**src/rtl/clk_div_multi.sv**
```systemverilog
// clk_div_multi: N_CH independent clock/tick dividers running from CLK_100MHZ.
// Each channel has a runtime-loadable divisor and mode (square or single-cycle
// pulse). New values wait in a shadow register and take effect only at the
// channel's terminal count, when it is disabled, or on SYNC. That way a
// running output never sees a truncated or stretched interval.
module clk_div_multi #(
    parameter int CLK_HZ      = 100_000_000,
    parameter int N_CH        = 4,
    parameter int DIV_W       = 27,
    parameter int DEFAULT_DIV = CLK_HZ / 2 - 1,
    localparam int CH_W       = (N_CH > 1) ? $clog2(N_CH) : 1
) (
    input  logic             CLK_100MHZ,
    input  logic             RST,
    input  logic [N_CH-1:0]  EN,
    input  logic             SYNC,
    input  logic             LOAD,
    input  logic [CH_W-1:0]  LOAD_CH,
    input  logic [DIV_W-1:0] DIV_IN,
    input  logic             MODE_IN,
    output logic [N_CH-1:0]  CLK_OUT,
    output logic [N_CH-1:0]  TICK,
    output logic [N_CH-1:0]  PEND
);

    localparam logic [DIV_W-1:0] RESET_DIV = DIV_W'(DEFAULT_DIV);

    // Mode encoding of the MODE_IN / per-channel mode bit.
    typedef enum logic {
        MODE_SQUARE = 1'b0,
        MODE_PULSE  = 1'b1
    } mode_e;

    for (genvar i = 0; i < N_CH; i++) begin : g_ch
        logic [DIV_W-1:0] cnt;
        logic [DIV_W-1:0] div;
        logic [DIV_W-1:0] shadow_div;
        mode_e            mode;
        mode_e            shadow_mode;
        logic             pend;
        logic             out;
        logic             tick;
        logic             terminal;
        logic             apply;
        logic             load_hit;

        // Decode terminal count, shadow apply and load target from pre-edge state.
        // NOTE: every always_comb output is assigned on every path, so no latch is inferred.
        always_comb begin
            terminal = EN[i] && (cnt == div);
            apply    = pend && (SYNC || !EN[i] || terminal);
            // An out-of-range LOAD_CH matches no channel and is dropped.
            load_hit = LOAD && (LOAD_CH == CH_W'(i));
        end

        // Counter, output shaping, shadow apply and shadow write for this channel.
        // NOTE: sequential state uses non-blocking assignments only, so every
        // decision below sees the register values from before the edge.
        always_ff @(posedge CLK_100MHZ or posedge RST) begin
            if (RST) begin
                cnt         <= '0;
                div         <= RESET_DIV;
                mode        <= MODE_SQUARE;
                shadow_div  <= RESET_DIV;
                shadow_mode <= MODE_SQUARE;
                pend        <= 1'b0;
                out         <= 1'b0;
                tick        <= 1'b0;
            end else begin
                if (SYNC || !EN[i]) begin
                    cnt  <= '0;
                    out  <= 1'b0;
                    tick <= 1'b0;
                end else if (terminal) begin
                    // The transition at a terminal uses the mode in force
                    // before any apply on this same edge.
                    cnt <= '0;
                    if (mode == MODE_PULSE) begin
                        out  <= 1'b1;
                        tick <= 1'b1;
                    end else begin
                        out  <= ~out;
                        tick <= ~out;
                    end
                end else begin
                    cnt  <= cnt + DIV_W'(1);
                    tick <= 1'b0;
                    if (mode == MODE_PULSE) begin
                        out <= 1'b0;
                    end
                end

                // Every apply case above also clears cnt, so the new divisor
                // always governs a full interval.
                if (apply) begin
                    div  <= shadow_div;
                    mode <= shadow_mode;
                end

                // A load on the apply edge refills the shadow and stays
                // pending for the following terminal.
                if (load_hit) begin
                    shadow_div  <= DIV_IN;
                    shadow_mode <= mode_e'(MODE_IN);
                    pend        <= 1'b1;
                end else if (apply) begin
                    pend <= 1'b0;
                end
            end
        end

        assign CLK_OUT[i] = out;
        assign TICK[i]    = tick;
        assign PEND[i]    = pend;
    end

endmodule

```
**config.mk**
```make
export PLATFORM = sky130hd
export DESIGN_NAME = clk_div_multi
export DESIGN_NICKNAME = d
export VERILOG_FILES = /design/src/rtl/clk_div_multi.sv
export SDC_FILE = /design/constraint.sdc
export NUM_CORES = 1
export LEC_CHECK = 0
export CAP_MARGIN = 20
export CORE_ASPECT_RATIO = 0.75
export CORE_MARGIN = 5
export CORE_UTILIZATION = 35
export DETAILED_ROUTE_END_ITERATION = 6
export PLACE_DENSITY = 0.52
export SKIP_CTS_REPAIR_TIMING = 1
export SLEW_MARGIN = 10
export SYNTH_ARGS = -nofsm -noshare
export SYNTH_HDL_FRONTEND = slang
export SYNTH_SLANG_ARGS = --single-unit
```
**constraint.sdc**
```tcl
create_clock -name CLK_100MHZ -period 17 [get_ports CLK_100MHZ]
set_input_delay 4.25 -clock CLK_100MHZ [delete_from_list [all_inputs] [get_ports CLK_100MHZ]]
set_output_delay 4.25 -clock CLK_100MHZ [all_outputs]
set_load 0.01 [all_outputs]
```
==> run notes <==
From the run reports.

- The number of sequential cells in the layout reads 344.
- The initial antenna violation count came to 4.
- The registers reported with the highest flop counts are g_ch.cnt x108, g_ch.div x108, g_ch.shadow_div x108.
- The worst min-delay path endpoint is g_ch[0].div[16]$_DFFE_PP0P_.
- Non-clock buffers in the final layout number 69.
- The largest power group reads registers.
- The total number of warnings across the stage logs is 29.
- The synth_stat.txt file lists the number of cells as 1217.
- The net count of the finished layout is 1320.
- The combinational power share reads 0.146.
- The design received a total of 578 well taps at floorplan.
- The final-layout fill cell count is 4160.
- The clock latency on the worst-skew pair is 0.52 ns.
- Of all the cell area in the finished design, the clock network holds 0.06601.
- The effective utilization at floorplan is 0.3558.
- The total global routing overflow reads 0.
- The basic-gate share of the synthesized area counting and, or, nand and nor cells reads 0.1139.
- The path category of the worst min-delay check reads reg2reg.
- For reference, the critical path is captured by g_ch[1].cnt[19]$_DFF_PP0_.
- The startpoint of the most critical register-to-register path is g_ch[2].cnt[1]$_DFF_PP0_.
- The highest ir drop seen on vdd is 60.33 uV.
- On the critical path the largest part of the delay comes from buffers and inverters.
- The switching power share of the total reads 0.2506.
- The maximum clock frequency reads 159.7 MHz.
- The buffer share of cell area reads 0.03547.
- The total die size is 48590 um2.
- Before CTS, the worst setup slack after placement is 10.18 ns.
- The first-pass GRT wire length reads 56900 um.
- The worst endpoint data arrival time is 6.67 ns.
- The critical path required time is 17.40 ns.
- The max-cap violation count is 0.
- The finished layout holds 1881 standard cells, fillers aside.
- The clock-pin slew reported for the worst setup and hold paths after clock tree synthesis is 0.06 ns.
- The port buffer count reads 49.
- The placer's final routability congestion estimate reads 0.8053.
- The worst-path maximum fanout is 18.
- In the final layout, the share of cells above drive strength 1 is 0.3472.
- The total inserted antenna cells is 1.
- Of the total standard cell area in the layout, the sequential portion is 0.4943.
- The dominant register cell in the synthesized netlist reads sky130_fd_sc_hd__dfrtp_1.
- The sequential cell power is 1.15 mW.
- Of all flip-flops after synthesis, the portion carrying an async set or reset was 1.000.
- The wire length per cell after detailed routing is 19.16 um.
- Listed in order, past its start point the critical path passes clkdlybuf4s50_1 > o21ai_0 > or4_1 > o31ai_2 > buf_4 > nor2_1.
- Summed over all cells, the static leakage comes to 7.029 nW.
- The layout-stage area growth over the synthesis result reads 14.82%.
- The sequential power share reads 0.506.
- The total internal power reads 1.709 mW.
- The final cycle utilization of the critical path is 0.3685.
- The placed cell area reads 16590 um2.
- Entering global routing, the biggest net connects 127 pins.
- The run finished with clean final reports.
- Across the whole layout, storage elements account for 8788 um2.
- The routed design could run at a clock period as short as 6.264 ns.
- The wire length on met2 reads 15220 um.
- The critical hold path startpoint reads g_ch[0].shadow_div[16]$_DFFE_PP0P_.
- The count of clock tree sinks is 344.
- The portion of total power attributed to the clock network is 0.348.
- Yosys reports a chip area of 15480 um2.
- The total power is 2.281 mW.
- The post-route antenna net violation count is 0.
- The critical register-to-register path endpoint reads g_ch[2].pend$_DFFE_PP0P_.
- The critical path buffer and inverter count is 2.
- After layout, the setup clock skew is reported as 0.01783 ns.
- The total combinational power reads 0.333 mW.
- Detailed routing placed a total of 1479 um of wire on met3.
- The final report gives the standard cell area, fillers excluded, as 17780 um2.
- In the final layout, excluding clock inverters the inverter count is 20.
- The slew at the pin closest to its max-slew limit is 0.9867 ns.
- The TritonCTS buffer count is 37.
- The clock root buffer reads sky130_fd_sc_hd__clkbuf_16.
- The delay contributed by the slowest stage of the critical path reads 0.68 ns.
- The summed instance area of the synthesized netlist is 15480 um2.
- The biggest combinational cell group after synthesis reads multiplexers.
Met1 routing:
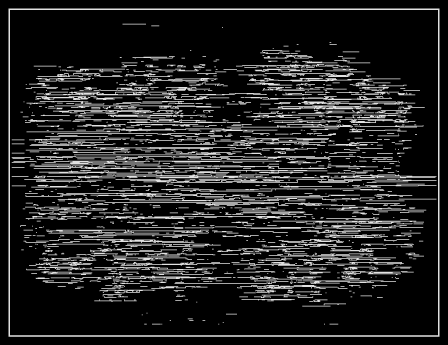
longest straight run: 103 um
share of all routed wire: 52%
main direction: horizontal
nets with wire on the layer: 1235
wire length on this layer: 18700 um
vias post-DR: 9239
global routing usage on met1: 0.2323
total wire length after detailed routing: 36040 um

Signal wires on met2:
The bar under the picture is 100 um long.
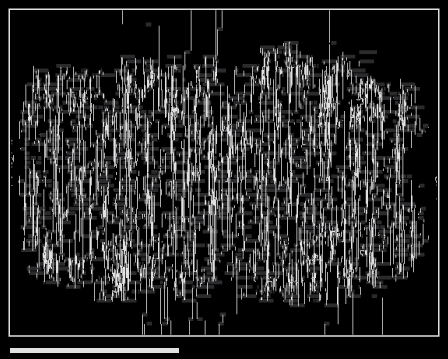
nets with wire on the layer: 1128
longest straight run: 73.8 um
met2 Track Usage GR: 0.2206

The metal 3 layer:
The bar under the picture is 100 um long.
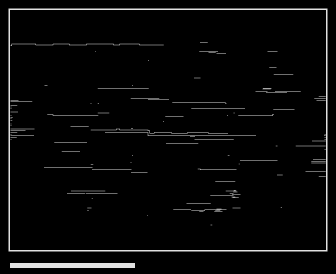
longest straight run: 86.3 um
main direction: horizontal
nets with wire on the layer: 77
share of all routed wire: 4.1%
wire length on this layer: 1480 um
global routing usage on met3: 0.02680

The metal 4 layer:
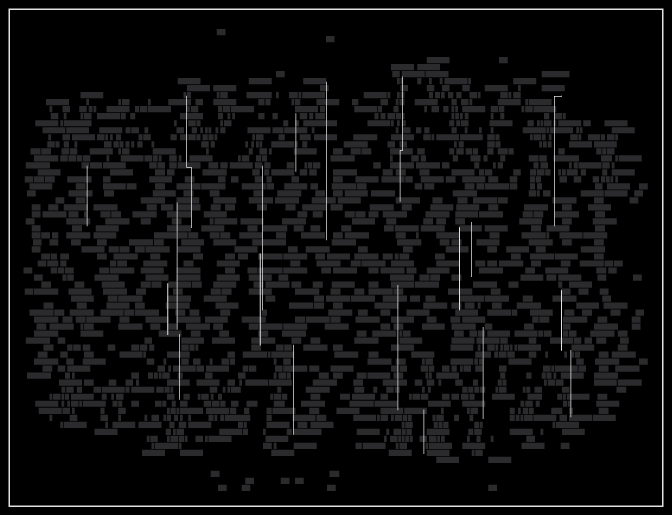
nets with wire on the layer: 8
longest straight run: 61.2 um

Routing congestion:
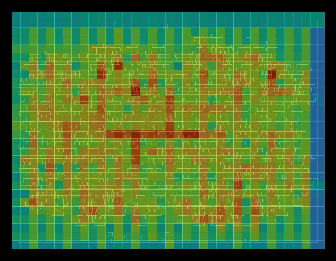
overall routing resource usage: 0.1505
utilization after layout: 0.4085

No activity file was given, so power comes from the tool's default toggle rates.
